### config.mk
export PLATFORM = sky130hd
export DESIGN_NAME = rampa_level_receiver_flat
export DESIGN_NICKNAME = d
export VERILOG_FILES = /design/src/rtl/rampa_level_receiver_if.sv /design/src/rtl/rampa_level_receiver.sv /design/src/flat_wrapper.sv
export SDC_FILE = /design/constraint.sdc
export NUM_CORES = 1
export LEC_CHECK = 0
export ABC_AREA = 1
export CAP_MARGIN = 25
export CORE_ASPECT_RATIO = 1.4
export CORE_MARGIN = 3
export CORE_UTILIZATION = 50
export CTS_CLUSTER_SIZE = 12
export DETAILED_ROUTE_END_ITERATION = 7
export PLACE_DENSITY_LB_ADDON = 0.12
export SETUP_SLACK_MARGIN = 0.4
export SLEW_MARGIN = 20
export SYNTH_ARGS = -nofsm -noshare
export SYNTH_HDL_FRONTEND = slang
export SYNTH_SLANG_ARGS = --single-unit
### constraint.sdc
create_clock -name clk -period 2.9 [get_ports clk]
set_input_delay 0.58 -clock clk [delete_from_list [all_inputs] [get_ports clk]]
set_output_delay 0.58 -clock clk [all_outputs]
set_load 0.03 [all_outputs]
### src/rtl/rampa_level_receiver_if.sv
// Speed-interface bundle between the ramp-start FSM side and the level receiver.
interface rampa_level_receiver_if;
  logic       ena;
  logic       tick;
  logic       lvl_30;
  logic       lvl_50;
  logic       lvl_100;
  logic       clear_fault;
  logic       pwm_out;
  logic [1:0] level;
  logic       fault;
  logic [1:0] fault_code;

  modport master (
    output ena, tick, lvl_30, lvl_50, lvl_100, clear_fault,
    input  pwm_out, level, fault, fault_code
  );

  modport slave (
    input  ena, tick, lvl_30, lvl_50, lvl_100, clear_fault,
    output pwm_out, level, fault, fault_code
  );
endinterface

### src/rtl/rampa_level_receiver.sv
// Level receiver: checks the one-hot ramp protocol on the lvl_* lines and
// turns the decoded level into a period-aligned PWM motor drive.
module rampa_level_receiver #(
  parameter int PWM_PERIOD = 100,
  parameter int MIN_DWELL  = 4
) (
  input  logic                   clk,
  input  logic                   reset,
  rampa_level_receiver_if.slave  bus
);
  localparam int CW = $clog2(PWM_PERIOD + 1);
  localparam logic [CW-1:0] D30  = CW'(PWM_PERIOD * 30 / 100);
  localparam logic [CW-1:0] D50  = CW'(PWM_PERIOD * 50 / 100);
  localparam logic [CW-1:0] D100 = CW'(PWM_PERIOD);
  localparam logic [CW-1:0] CMAX = CW'(PWM_PERIOD - 1);
  localparam logic [3:0]    DMIN = 4'(MIN_DWELL);

  typedef enum logic [2:0] {IDLE, RUN30, RUN50, RUN100, FAULT} state_t;

  state_t        r_state;
  logic [2:0]    r_lvl_q;  // {30, 50, 100}
  logic [3:0]    r_dwell;
  logic [CW-1:0] r_cnt;
  logic [CW-1:0] r_duty;
  logic          r_pwm;
  logic [1:0]    r_level;
  logic          r_fault;
  logic [1:0]    r_code;

  state_t        w_next;
  logic [1:0]    w_code_n;
  logic [1:0]    w_tgt;
  logic [1:0]    w_cur;
  logic          w_multi;
  logic          w_run_n;
  logic [CW-1:0] w_duty_n;

  function automatic logic [1:0] st2lvl(input state_t s);
    case (s)
      RUN30:   return 2'd1;
      RUN50:   return 2'd2;
      RUN100:  return 2'd3;
      default: return 2'd0;
    endcase
  endfunction

  function automatic state_t lvl2st(input logic [1:0] l);
    case (l)
      2'd1:    return RUN30;
      2'd2:    return RUN50;
      2'd3:    return RUN100;
      default: return IDLE;
    endcase
  endfunction

  always_comb begin
    w_multi = (r_lvl_q[2] & r_lvl_q[1]) | (r_lvl_q[2] & r_lvl_q[0]) |
              (r_lvl_q[1] & r_lvl_q[0]);
    case (r_lvl_q)
      3'b100:  w_tgt = 2'd1;
      3'b010:  w_tgt = 2'd2;
      3'b001:  w_tgt = 2'd3;
      default: w_tgt = 2'd0;
    endcase
    w_cur    = st2lvl(r_state);
    w_next   = r_state;
    w_code_n = r_code;
    if (r_state == FAULT) begin
      if (bus.clear_fault && r_lvl_q == 3'b000) begin
        w_next   = IDLE;
        w_code_n = 2'd0;
      end
    end else if (w_multi) begin
      w_next   = FAULT;
      w_code_n = 2'd1;
    end else if ({1'b0, w_tgt} > {1'b0, w_cur} + 3'd1) begin
      w_next   = FAULT;
      w_code_n = 2'd2;
    end else if ({1'b0, w_tgt} == {1'b0, w_cur} + 3'd1 &&
                 r_state != IDLE && r_dwell < DMIN) begin
      // Starting from IDLE has no dwell requirement; only RUNx up-steps do.
      w_next   = FAULT;
      w_code_n = 2'd3;
    end else begin
      w_next = lvl2st(w_tgt);
    end
    w_run_n = (w_next == RUN30) || (w_next == RUN50) || (w_next == RUN100);
    case (w_next)
      RUN30:   w_duty_n = D30;
      RUN50:   w_duty_n = D50;
      RUN100:  w_duty_n = D100;
      default: w_duty_n = '0;
    endcase
  end

  always_ff @(posedge clk or posedge reset) begin
    if (reset) begin
      r_state <= IDLE;
      r_lvl_q <= '0;
      r_dwell <= '0;
      r_cnt   <= '0;
      r_duty  <= '0;
      r_pwm   <= 1'b0;
      r_level <= '0;
      r_fault <= 1'b0;
      r_code  <= '0;
    end else if (bus.ena) begin
      r_lvl_q <= {bus.lvl_30, bus.lvl_50, bus.lvl_100};
      r_state <= w_next;
      r_code  <= w_code_n;
      r_fault <= (w_next == FAULT);
      r_level <= st2lvl(w_next);
      // A state change clears dwell even if a tick lands in the same cycle.
      if (w_next != r_state)
        r_dwell <= '0;
      else if (bus.tick && w_run_n && r_dwell < DMIN)
        r_dwell <= r_dwell + 4'd1;
      r_cnt <= (r_cnt == CMAX) ? '0 : r_cnt + 1'b1;
      if (!w_run_n) begin
        r_duty <= '0;
        r_pwm  <= 1'b0;
      end else begin
        // Duty only updates at the period boundary so pulses are never clipped.
        if (r_cnt == CMAX) r_duty <= w_duty_n;
        r_pwm <= (r_cnt < r_duty);
      end
    end else begin
      r_pwm <= 1'b0;
    end
  end

  assign bus.pwm_out    = r_pwm;
  assign bus.level      = r_level;
  assign bus.fault      = r_fault;
  assign bus.fault_code = r_code;
endmodule

### src/flat_wrapper.sv
// flat-port wrapper written by rule: the top's interface ports become plain ports
module rampa_level_receiver_flat 
#(
  parameter int PWM_PERIOD = 100,
  parameter int MIN_DWELL  = 4
)
  (clk, reset, bus_ena, bus_tick, bus_lvl_30, bus_lvl_50, bus_lvl_100, bus_clear_fault, bus_pwm_out, bus_level, bus_fault, bus_fault_code);
  rampa_level_receiver_if bus_i ();
  input  logic clk;
  input  logic reset;
  input wire logic [$bits(bus_i.ena)-1:0] bus_ena;
  input wire logic [$bits(bus_i.tick)-1:0] bus_tick;
  input wire logic [$bits(bus_i.lvl_30)-1:0] bus_lvl_30;
  input wire logic [$bits(bus_i.lvl_50)-1:0] bus_lvl_50;
  input wire logic [$bits(bus_i.lvl_100)-1:0] bus_lvl_100;
  input wire logic [$bits(bus_i.clear_fault)-1:0] bus_clear_fault;
  output wire logic [$bits(bus_i.pwm_out)-1:0] bus_pwm_out;
  output wire logic [$bits(bus_i.level)-1:0] bus_level;
  output wire logic [$bits(bus_i.fault)-1:0] bus_fault;
  output wire logic [$bits(bus_i.fault_code)-1:0] bus_fault_code;
  assign bus_i.ena = bus_ena;
  assign bus_i.tick = bus_tick;
  assign bus_i.lvl_30 = bus_lvl_30;
  assign bus_i.lvl_50 = bus_lvl_50;
  assign bus_i.lvl_100 = bus_lvl_100;
  assign bus_i.clear_fault = bus_clear_fault;
  assign bus_pwm_out = bus_i.pwm_out;
  assign bus_level = bus_i.level;
  assign bus_fault = bus_i.fault;
  assign bus_fault_code = bus_i.fault_code;
  rampa_level_receiver #(.PWM_PERIOD(PWM_PERIOD), .MIN_DWELL(MIN_DWELL)) u_core (.clk(clk), .reset(reset), .bus(bus_i));
endmodule
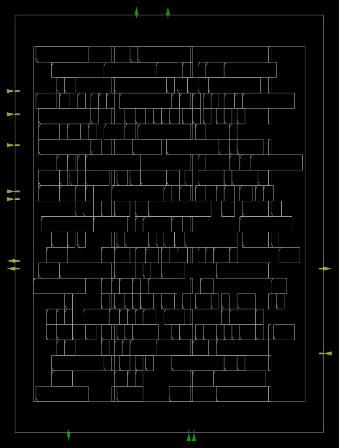
placement.png
placement row count: 23
sequential share of cell area: 36.9%

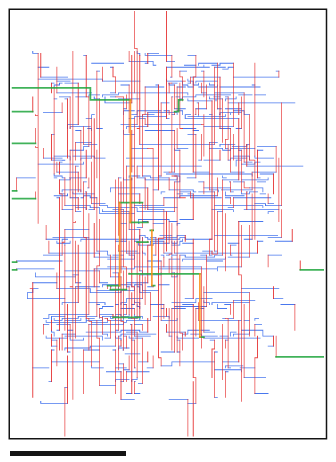
wires.png
The bar under the picture is 20 um long.
- blue: metal 1 (wire length 1400 um)
- red: metal 2 (wire length 1890 um)
- orange: metal 4 (wire length 55.8 um)
- green: metal 3 (wire length 82.5 um)
total wire length after detailed routing: 3430 um
detailed-route via count: 1359
global routing usage summed across all routing layers: 20.5%
post-DR wirelength/cell: 13.4 um

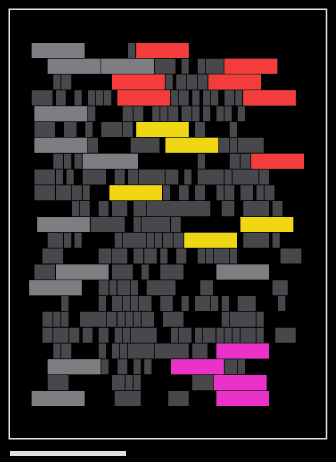
flops_by_reg.png
The bar under the picture is 20 um long. Other sequential cells in the stronger grey, the rest of the logic in the fainter grey.
- magenta: `u_core.r_dwell` (sequential cells 4; where lower right)
- red: `u_core.r_cnt` (sequential cells 7)
- yellow: `u_core.r_duty` (sequential cells 5; where centre)

==> writeup.txt <==
The category of the most critical setup path was flop to flop. The average size of a mapped cell was 8.16 um2; the fraction of registers with async set or reset after synthesis was 100%. The run gives 0.828 as the placer congestion estimate.

Synthesis handed over a netlist of 200 instances. The logs give 28 for the number of sequential storage elements and 0 for the post-cts repair resize count. The top cell type in the final layout, fill and taps aside, is sky130_fd_sc_hd__nand2_1.

After synthesis, the largest family of logic cells by area is simple AND/OR/NAND/NOR gates. The tools report the total of fill cells in the finished design as 272. The endpoint of the worst setup timing path is u_core.r_duty[6]$_DFFE_PP0P_. The launch point of the worst reg-to-reg path was u_core.r_state[0]$_DFFE_PP0P_. Final instance area: 0.00190 mm2. The initial antenna violation count was 0; the clock network fraction of total power was 21.3%. The clock network consumes a total of 310 uW. The fraction of area in clock buffers and inverters works out to 3.75%. The run finished with clean final reports. The destination of the worst register-to-register timing path was u_core.r_duty[6]$_DFFE_PP0P_. The run gives 0 as the leftover overflow at the end of global routing.

The count of cells in the finished layout, fillers not included, comes to 256. Per the log, the first TritonRoute iteration ended with a DRC count of 48. The layout report lists the multi-input gate area as 776 um2. The number of flops mapped to enable cells by yosys was 0; the standby leakage power was 0.934 nW. With the number of placed cells counting well taps at 250, the chip area line of the yosys report is 0.00163 mm2. The data arrival time reported for the critical path is 2.55 ns. The warning tally printed by Yosys for this design is 0. Endpoint of the worst hold path: u_core.bus.fault_code[1]$_DFFE_PP0P_. The chip occupies 0.00399 mm2.

For the final routed database, the setup TNS stands at 0 ns. The run gives 0.27 ns for the latest clock arrival within the worst-skew pair. Total number of tap cells: 37. The total power is 1.46 mW. In this run the worst hold path is classified as flop to flop. Before CTS, the worst setup slack after placement is 0.582 ns.

Per the synthesis report, the adder-cell share of the synthesized area is 7.67%. The synthesized-area fraction occupied by ao, oa, aoi and oai cells was 11.7%; the TritonCTS buffer count was 3. The clock tree has to reach 28 sinks.

Across all checked pins, the minimum headroom to the slew limit is 73.0%.
## routing by layer
layer / wire length (um) / share of wire (%) / vias to the layer above
li1: - / - / 686
met1: 1400 / 41 / 641
met2: 1890 / 55 / 24
met3: 82 / 2.4 / 8
met4: 55 / 1.6 / 0
met5: 0 / 0 / -
## state kept, by name (all words and copies together), names as in the netlist
name                   cells
u_core.r_state             3
u_core.r_duty              5
u_core.bus.level           2
u_core.r_dwell             4
u_core.r_cnt               7
u_core.bus.fault           1
u_core.bus.pwm_out         1
u_core.bus.fault_code      2
u_core.r_lvl_q             3
Power figures rest on the tool's default switching activity, not on a simulated workload.
